`src/rtl/io_frontend_pkg.sv`:
```
// rtl/io_frontend_pkg.sv - shared LA map constants, pad defaults and input indices for io_frontend_unit
package io_frontend_pkg;

    localparam int LA_WIDTH              = 128;
    localparam int LA_OEB_BASE_DEFAULT   = 0;
    localparam int LA_DATA_BASE_DEFAULT  = 32;

    localparam logic IN_OEB_DEFAULT  = 1'b1;
    localparam logic OUT_OEB_DEFAULT = 1'b0;
    localparam logic DRV_OEB_DEFAULT = 1'b0;

    typedef enum int unsigned {
        IN_RESET_N         = 0,
        IN_LATCH_DATA      = 1,
        IN_CONTROL_TRIGGER = 2,
        IN_SCLK            = 3,
        IN_MOSI            = 4,
        IN_SS_N            = 5
    } in_idx_e;

    function automatic bit la_range_ok(input int base, input int count);
        return (base >= 0) && (base + count <= LA_WIDTH);
    endfunction

endpackage

```
`src/rtl/input_filter_channel.sv`:
```
// rtl/input_filter_channel.sv - one pad input: synchronizer, consecutive-sample filter, edge pulses
module input_filter_channel #(
    parameter int   SYNC_STAGES = 2,
    parameter int   FILTER_LEN  = 3,
    parameter logic RESET_VAL   = 1'b0
) (
    input  logic clk_i,
    input  logic rst_ni,
    input  logic raw_i,
    output logic level_o,
    output logic rise_o,
    output logic fall_o
);

    localparam int CW = $clog2(FILTER_LEN + 1);

    logic [SYNC_STAGES-1:0] sync_q;
    logic [CW-1:0]          cnt_q, cnt_d;
    logic                   level_q, level_d;
    logic                   rise_q, rise_d;
    logic                   fall_q, fall_d;
    logic                   sample;

    assign sample = sync_q[SYNC_STAGES-1];

    // Any sample matching the current level restarts the run of differing samples.
    always_comb begin
        level_d = level_q;
        cnt_d   = '0;
        rise_d  = 1'b0;
        fall_d  = 1'b0;
        if (sample != level_q) begin
            if (cnt_q == CW'(FILTER_LEN - 1)) begin
                level_d = sample;
                rise_d  = sample;
                fall_d  = ~sample;
            end else begin
                cnt_d = cnt_q + CW'(1);
            end
        end
    end

    always_ff @(posedge clk_i or negedge rst_ni) begin
        if (!rst_ni) begin
            sync_q  <= {SYNC_STAGES{RESET_VAL}};
            cnt_q   <= '0;
            level_q <= RESET_VAL;
            rise_q  <= 1'b0;
            fall_q  <= 1'b0;
        end else begin
            sync_q  <= {sync_q[SYNC_STAGES-2:0], raw_i};
            cnt_q   <= cnt_d;
            level_q <= level_d;
            rise_q  <= rise_d;
            fall_q  <= fall_d;
        end
    end

    assign level_o = level_q;
    assign rise_o  = rise_q;
    assign fall_o  = fall_q;

endmodule

```
`src/rtl/io_frontend_unit.sv`:
```
// rtl/io_frontend_unit.sv - pad front end: LA overrides, pad enables, filtered inputs, stretched system reset
module io_frontend_unit
    import io_frontend_pkg::*;
#(
    parameter int              NUM_OF_DRIVERS  = 10,
    parameter int              NUM_IN          = 6,
    parameter int              NUM_OUT         = 2,
    parameter int              SYNC_STAGES     = 2,
    parameter int              FILTER_LEN      = 3,
    parameter int              RESET_STRETCH   = 16,
    parameter logic [NUM_IN-1:0] INPUT_RESET_VAL = 6'b000001,
    parameter int              LA_OEB_BASE     = LA_OEB_BASE_DEFAULT,
    parameter int              LA_DATA_BASE    = LA_DATA_BASE_DEFAULT
) (
    input  logic                      clock,
    input  logic                      reset_n,
    input  logic [127:0]              la_data_in,
    input  logic [127:0]              la_oenb,
    input  logic [NUM_IN-1:0]         io_in,
    output logic [NUM_IN-1:0]         io_in_oeb,
    input  logic [NUM_OUT-1:0]        stat_in,
    output logic [NUM_OUT-1:0]        io_out,
    output logic [NUM_OUT-1:0]        io_out_oeb,
    output logic [NUM_OF_DRIVERS-1:0] io_driver_oeb,
    output logic [NUM_IN-1:0]         in_level,
    output logic [NUM_IN-1:0]         in_rise,
    output logic [NUM_IN-1:0]         in_fall,
    output logic                      sys_reset_n
);

    localparam int OEB_IN   = LA_OEB_BASE;
    localparam int OEB_OUT  = LA_OEB_BASE + NUM_IN;
    localparam int OEB_DRV  = LA_OEB_BASE + NUM_IN + NUM_OUT;
    localparam int DAT_IN   = LA_DATA_BASE;
    localparam int DAT_OUT  = LA_DATA_BASE + NUM_IN;
    localparam int SW       = (RESET_STRETCH > 0) ? $clog2(RESET_STRETCH + 1) : 1;

    if (!la_range_ok(LA_OEB_BASE, NUM_IN + NUM_OUT + NUM_OF_DRIVERS) ||
        !la_range_ok(LA_DATA_BASE, NUM_IN + NUM_OUT)) begin : g_bad_la_map
        $error("io_frontend_unit: LA index map exceeds 128 bits");
    end
    if (SYNC_STAGES < 2 || SYNC_STAGES > 4) begin : g_bad_sync
        $error("io_frontend_unit: SYNC_STAGES must be 2..4");
    end
    if (FILTER_LEN < 1 || FILTER_LEN > 15) begin : g_bad_filter
        $error("io_frontend_unit: FILTER_LEN must be 1..15");
    end

    logic [NUM_IN-1:0]         in_oeb_q, in_oeb_d;
    logic [NUM_OUT-1:0]        out_oeb_q, out_oeb_d;
    logic [NUM_OF_DRIVERS-1:0] drv_oeb_q, drv_oeb_d;
    logic [NUM_OUT-1:0]        out_q, out_d;
    logic [SW-1:0]             stretch_cnt_q;
    logic                      stretch_done_q;
    logic                      unused_la;

    assign unused_la = ^{la_data_in, la_oenb};

    always_comb begin
        in_oeb_d  = '0;
        out_oeb_d = '0;
        drv_oeb_d = '0;
        out_d     = '0;
        for (int i = 0; i < NUM_IN; i++) begin
            in_oeb_d[i] = la_oenb[OEB_IN + i] ? IN_OEB_DEFAULT : la_data_in[OEB_IN + i];
        end
        for (int k = 0; k < NUM_OUT; k++) begin
            out_oeb_d[k] = la_oenb[OEB_OUT + k] ? OUT_OEB_DEFAULT : la_data_in[OEB_OUT + k];
            out_d[k]     = la_oenb[DAT_OUT + k] ? stat_in[k] : la_data_in[DAT_OUT + k];
        end
        for (int d = 0; d < NUM_OF_DRIVERS; d++) begin
            drv_oeb_d[d] = la_oenb[OEB_DRV + d] ? DRV_OEB_DEFAULT : la_data_in[OEB_DRV + d];
        end
    end

    always_ff @(posedge clock or negedge reset_n) begin
        if (!reset_n) begin
            in_oeb_q  <= '1;
            out_oeb_q <= '0;
            drv_oeb_q <= '0;
            out_q     <= '0;
        end else begin
            in_oeb_q  <= in_oeb_d;
            out_oeb_q <= out_oeb_d;
            drv_oeb_q <= drv_oeb_d;
            out_q     <= out_d;
        end
    end

    assign io_in_oeb     = in_oeb_q;
    assign io_out_oeb    = out_oeb_q;
    assign io_driver_oeb = drv_oeb_q;
    assign io_out        = out_q;

    // The override mux sits ahead of the synchronizer so LA takeover edges are filtered too.
    for (genvar gi = 0; gi < NUM_IN; gi++) begin : g_in
        logic raw;
        assign raw = la_oenb[DAT_IN + gi] ? io_in[gi] : la_data_in[DAT_IN + gi];

        input_filter_channel #(
            .SYNC_STAGES (SYNC_STAGES),
            .FILTER_LEN  (FILTER_LEN),
            .RESET_VAL   (INPUT_RESET_VAL[gi])
        ) u_chan (
            .clk_i   (clock),
            .rst_ni  (reset_n),
            .raw_i   (raw),
            .level_o (in_level[gi]),
            .rise_o  (in_rise[gi]),
            .fall_o  (in_fall[gi])
        );
    end

    // Stretch counts down only while the soft-reset input is high; any low level reloads it.
    always_ff @(posedge clock or negedge reset_n) begin
        if (!reset_n) begin
            stretch_cnt_q  <= SW'(RESET_STRETCH);
            stretch_done_q <= 1'b0;
        end else if (!in_level[IN_RESET_N]) begin
            stretch_cnt_q  <= SW'(RESET_STRETCH);
            stretch_done_q <= 1'b0;
        end else begin
            if (stretch_cnt_q != '0) begin
                stretch_cnt_q <= stretch_cnt_q - SW'(1);
            end
            stretch_done_q <= (stretch_cnt_q <= SW'(1));
        end
    end

    assign sys_reset_n = stretch_done_q & in_level[IN_RESET_N];

endmodule

```
`config.mk`:
```
export PLATFORM = sky130hd
export DESIGN_NAME = io_frontend_unit
export DESIGN_NICKNAME = d
export VERILOG_FILES = /design/src/rtl/io_frontend_pkg.sv /design/src/rtl/input_filter_channel.sv /design/src/rtl/io_frontend_unit.sv
export SDC_FILE = /design/constraint.sdc
export NUM_CORES = 1
export LEC_CHECK = 0
export ABC_AREA = 1
export CAP_MARGIN = 20
export CORE_AREA = 2 2 117 119
export DETAILED_ROUTE_END_ITERATION = 7
export DIE_AREA = 0 0 119 121
export MAX_ROUTING_LAYER = met4
export SETUP_SLACK_MARGIN = 0.2
export SYNTH_ARGS = -nofsm -noshare
export SYNTH_HDL_FRONTEND = slang
export SYNTH_SLANG_ARGS = --single-unit
```
`constraint.sdc`:
```
create_clock -name clock -period 1.4 [get_ports clock]
set_clock_uncertainty 0.1 [all_clocks]
set_input_delay 0.42 -clock clock [delete_from_list [all_inputs] [get_ports clock]]
set_output_delay 0.42 -clock clock [all_outputs]
set_load 0.01 [all_outputs]
```
Fig. 1: cell area per tile
12 x 12 tiles, from dark blue (low) to red (high), 0 to 100% covered.
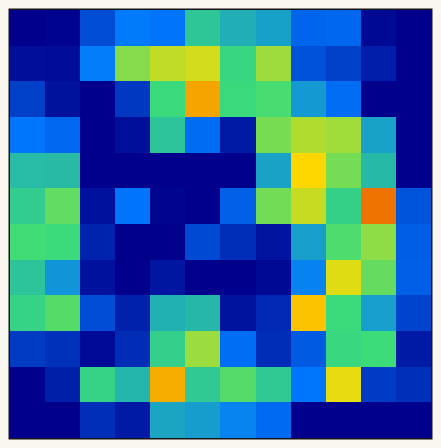
22% of the tiles are nearly empty. The mean over all tiles is 26%. 3.5% of the tiles are over 75% full. The emptiest ninth of the die: middle.
fin util: 30.8%
CORE AREA: 13,100 um^2
Starting Density: 19.8%

Fig. 2: gate-type map
The bar under the picture is 20 um long.
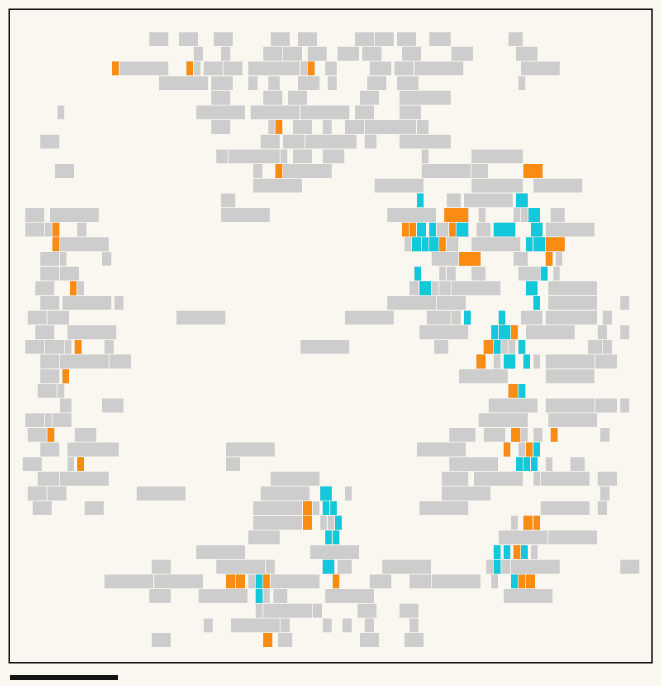
Cyan shows nand cells, cells 45, most used nand2_1. Orange shows nor cells, cells 41, most used nor2_1, where spread over the die.
Commonest Layout Cell: clkdlybuf4s50_1
fraction of area in multi-input gates: 15.6%
Non-Filler Instances: 527

==> impl_metrics.json <==
{
  "status": "complete, but fails checks",
  "violations": "hold timing, setup timing",
  "hold_viol": 9,
  "final_nets": 614,
  "yosysWarnings": 0,
  "fin_total_pwr_mw": 6.42,
  "reg2reg_to": "stretch_cnt_q[1]",
  "globalplace.congestion": 0.728,
  "crit_fanout": 3,
  "crit_end": "sys_reset_n",
  "drive_gt1_share_pct": 31.6,
  "antenna_cells": 0,
  "timing.fmax_ghz": 0.626,
  "rows": 42,
  "ys_ff": 68,
  "clk_pin_slew_ns": 0.06,
  "critPathLaunch": "g_in[0].u_chan.level_o",
  "grt_pass1_wl_um": 8960,
  "arrival_ns": 1.08,
  "postCtsHoldBufs": 0,
  "firstDrtPassIters": 4,
  "portBuffers": 100,
  "ff_type": "dfrtp_1",
  "clock-root-buffer": "clkbuf_16",
  "max_slew_margin_pct": 74.9,
  "clock-sinks": 68,
  "whs_ns": -0.0149,
  "most_common_cell": "dfrtp_1",
  "grt_setup_unrepaired": "true",
  "cts-buffers-inserted": 9,
  "dieArea_um2": 14400,
  "synthArstFlopShare_pct": 100,
  "dpl.hpwl_um": 4060,
  "path_class": "register to output pin",
  "syn_inst": 240,
  "finalSetupViolCount": 11,
  "post-route-min-period_ns": 1.60,
  "worstMarginPinSlew_ns": 0.377,
  "drv_slew": 0,
  "fillCellCount": 1374,
  "area.sequential_um2": 1710,
  "place_area_um2": 3730,
  "viasPerCell": 3.61,
  "ir_worst_vdd_mv": 0.428,
  "remaining_drc_errors": 0,
  "critPathMaxStageDelay_ns": 0.55,
  "synth_chip_area_um2": 2590,
  "power.leakage_nw": 1.98,
  "fin_setup_tns_ns": -0.747,
  "min_path_type": "input port to async pin",
  "critPathRequiredTime_ns": 0.88,
  "grt_max_degree": 69,
  "grt_pass1_vias": 2007,
  "yosysUniqueCellTypes": 22,
  "grt.overflow.total": 0,
  "r2r_cells": 7,
  "topCellsByArea": "dfrtp_1 (56%), dfstp_2 (10%), inv_1 (5.8%)",
  "drtIter0Drc": 99,
  "common_cells": "dfrtp_1 (58), inv_1 (40), nand2_1 (35)",
  "worst_setup_path_end_kind": "output pin",
  "logic_area_um2": 627,
  "die_height_um": 121,
  "drv_cap": 0,
  "crit_slowest_cell": "dfstp_2",
  "largest_area_cell": "dfrtp_1",
  "syn2layout_area_growth_pct": 55.1,
  "rrSetupSlack_ns": -0.02,
  "ys_cells": 240,
  "warning_count": 234,
  "syn_area_um2": 2590,
  "chipWidth_um": 119,
  "cts_tree": "done",
  "power.density_nw_per_um2": 1600,
  "start_kind": "register",
  "synth_seq_share_pct": 66.1,
  "synth-edff-count": 0,
  "avgSynthCellArea_um2": 10.8,
  "cts_buffer_depth": 2,
  "clock_latency_ns": 0.33,
  "grt_antenna_before_repair": 0,
  "stdcell_area_um2": 4020,
  "io_pins": 305,
  "top_cell_area_share_pct": 55.9,
  "reg2reg_from": "g_in[0].u_chan.level_o",
  "setup_ws_ns": -0.197,
  "synth.net_count": 508,
  "detail-route-antenna-nets": 0,
  "path_cells": "nand2_2 > inv_2 > buf_6",
  "period_used_pct": 114,
  "ctsHtreeMaxLevel": 3
}
Fig. 3: clock network drawn from the DEF
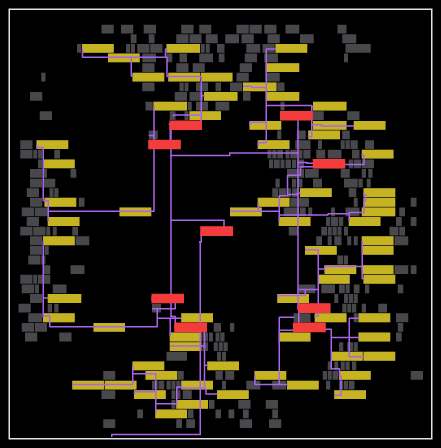
Purple shows clock wires, length 965 um. Yellow shows flip-flops, count 68. Red shows clock-net drivers, count 9.
Position of the flops: spread over the die.
P_clk: 2.14 mW
Clk pwr share: 33.3%

Fig. 4: wiring by layer
The bar under the picture is 20 um long.
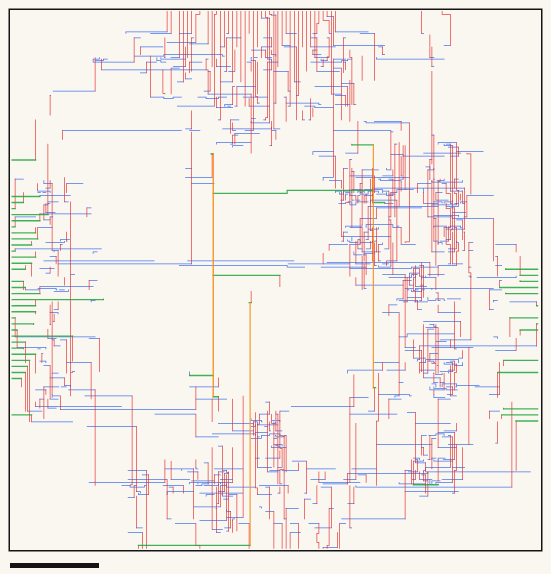
Blue shows M1, wire length 2,230 um. Green shows M3, wire length 324 um. Orange shows M4, wire length 163 um. Red shows M2, wire length 2,860 um.
drt wl/cell: 10.6 um
GRT Overall Usage: 8.27%
Vias: 1,903
WL final: 5580 um

[metrics by stage]
stage / util (%) / instances / worst slack (ns)
6_report: 30.8 / 527 / -0.197
2_1_floorplan: - / 240 / 0.148
3_3_place_gp: 28.5 / 503 / -0.289
5_1_grt: 30.8 / 527 / -0.236
4_1_cts: 30.2 / 524 / -0.222
3_5_place_dp: 28.5 / 503 / -0.290
[cells by family (layout without fill, tap and decap cells)]
kind of cell             Yosys count  count (layout)  synth area share (%)
adder cells (fa/ha/maj)            2               2                 0.964
buffers and inverters             60             171                  11.6
AND-OR/OR-AND                      7               7                  1.35
flip-flops                        68              68                  66.1
XOR/XNOR                           1               1                 0.338
multiplexers                       8               8                  3.47
AND/OR/NAND/NOR                   94              94                  16.2
[registers in the layout, indices dropped and copies added (netlist names)]
signal,cells
io_out_oeb,2
g_in.u_chan.rise_o,6
stretch_cnt_q,5
io_driver_oeb,10
stretch_done_q,1
g_in.u_chan.sync_q,12
g_in.u_chan.fall_o,6
io_in_oeb,6
g_in.u_chan.cnt_q,12
g_in.u_chan.level_o,6
io_out,2
[power by group]
| part | leakage (nW) | switching, mW | total [mW] | internal (mW) |
|---|---|---|---|---|
| logic | 0.993 | 0.847 | 1.69 | 0.845 |
| registers | 0.851 | 0.231 | 2.59 | 2.36 |
| clock network | 0.138 | 0.797 | 2.14 | 1.34 |
[area by class of cell]
type | instances | share of cell area, %
Clock buffer | 13 | 6.72
Clock inverter | 3 | 0.498
Sequential cell | 68 | 42.6
Inverter | 41 | 3.89
Multi-Input combinational cell | 112 | 15.6
Tap cell | 176 | 5.47
Timing Repair Buffer | 114 | 25.2
[critical path: cells and delay by family, from the launching register on]
family                 cells  cell delay, ns
AND/OR/NAND/NOR            1            0.06
flip-flops                 1            0.55
buffers and inverters      2            0.14
[routing by layer]
layer | wire (um) | global-route usage, %
met5 | 0 | -
met1 | 2230 | 9.21
met3 | 323 | 1.88
met4 | 163 | 5.73
met2 | 2860 | 13.3
[cell usage in the layout, fill, tap and decap left out, drive strengths merged]
| cell | n |
|---|---|
| inv | 41 |
| buf | 54 |
| a21oi | 1 |
| nand2 | 36 |
| o21ai | 6 |
| or2 | 8 |
| nand3 | 3 |
| clkbuf | 13 |
| dfstp | 10 |
| nand4 | 6 |
| mux2 | 8 |
| nor3b | 1 |
| nor3 | 13 |
| dfrtp | 58 |
| xnor2 | 1 |
| ha | 2 |
| clkinv | 1 |
| nor2 | 27 |
| clkinvlp | 2 |
| clkdlybuf4s50 | 60 |
[repair_timing]
action                                  CTS  global route
gates resized                           177             9
endpoints found under the setup margin   48            53
pin swaps                                 7             4
setup buffers                             5             3
Power figures rest on the tool's default switching activity, not on a simulated workload.
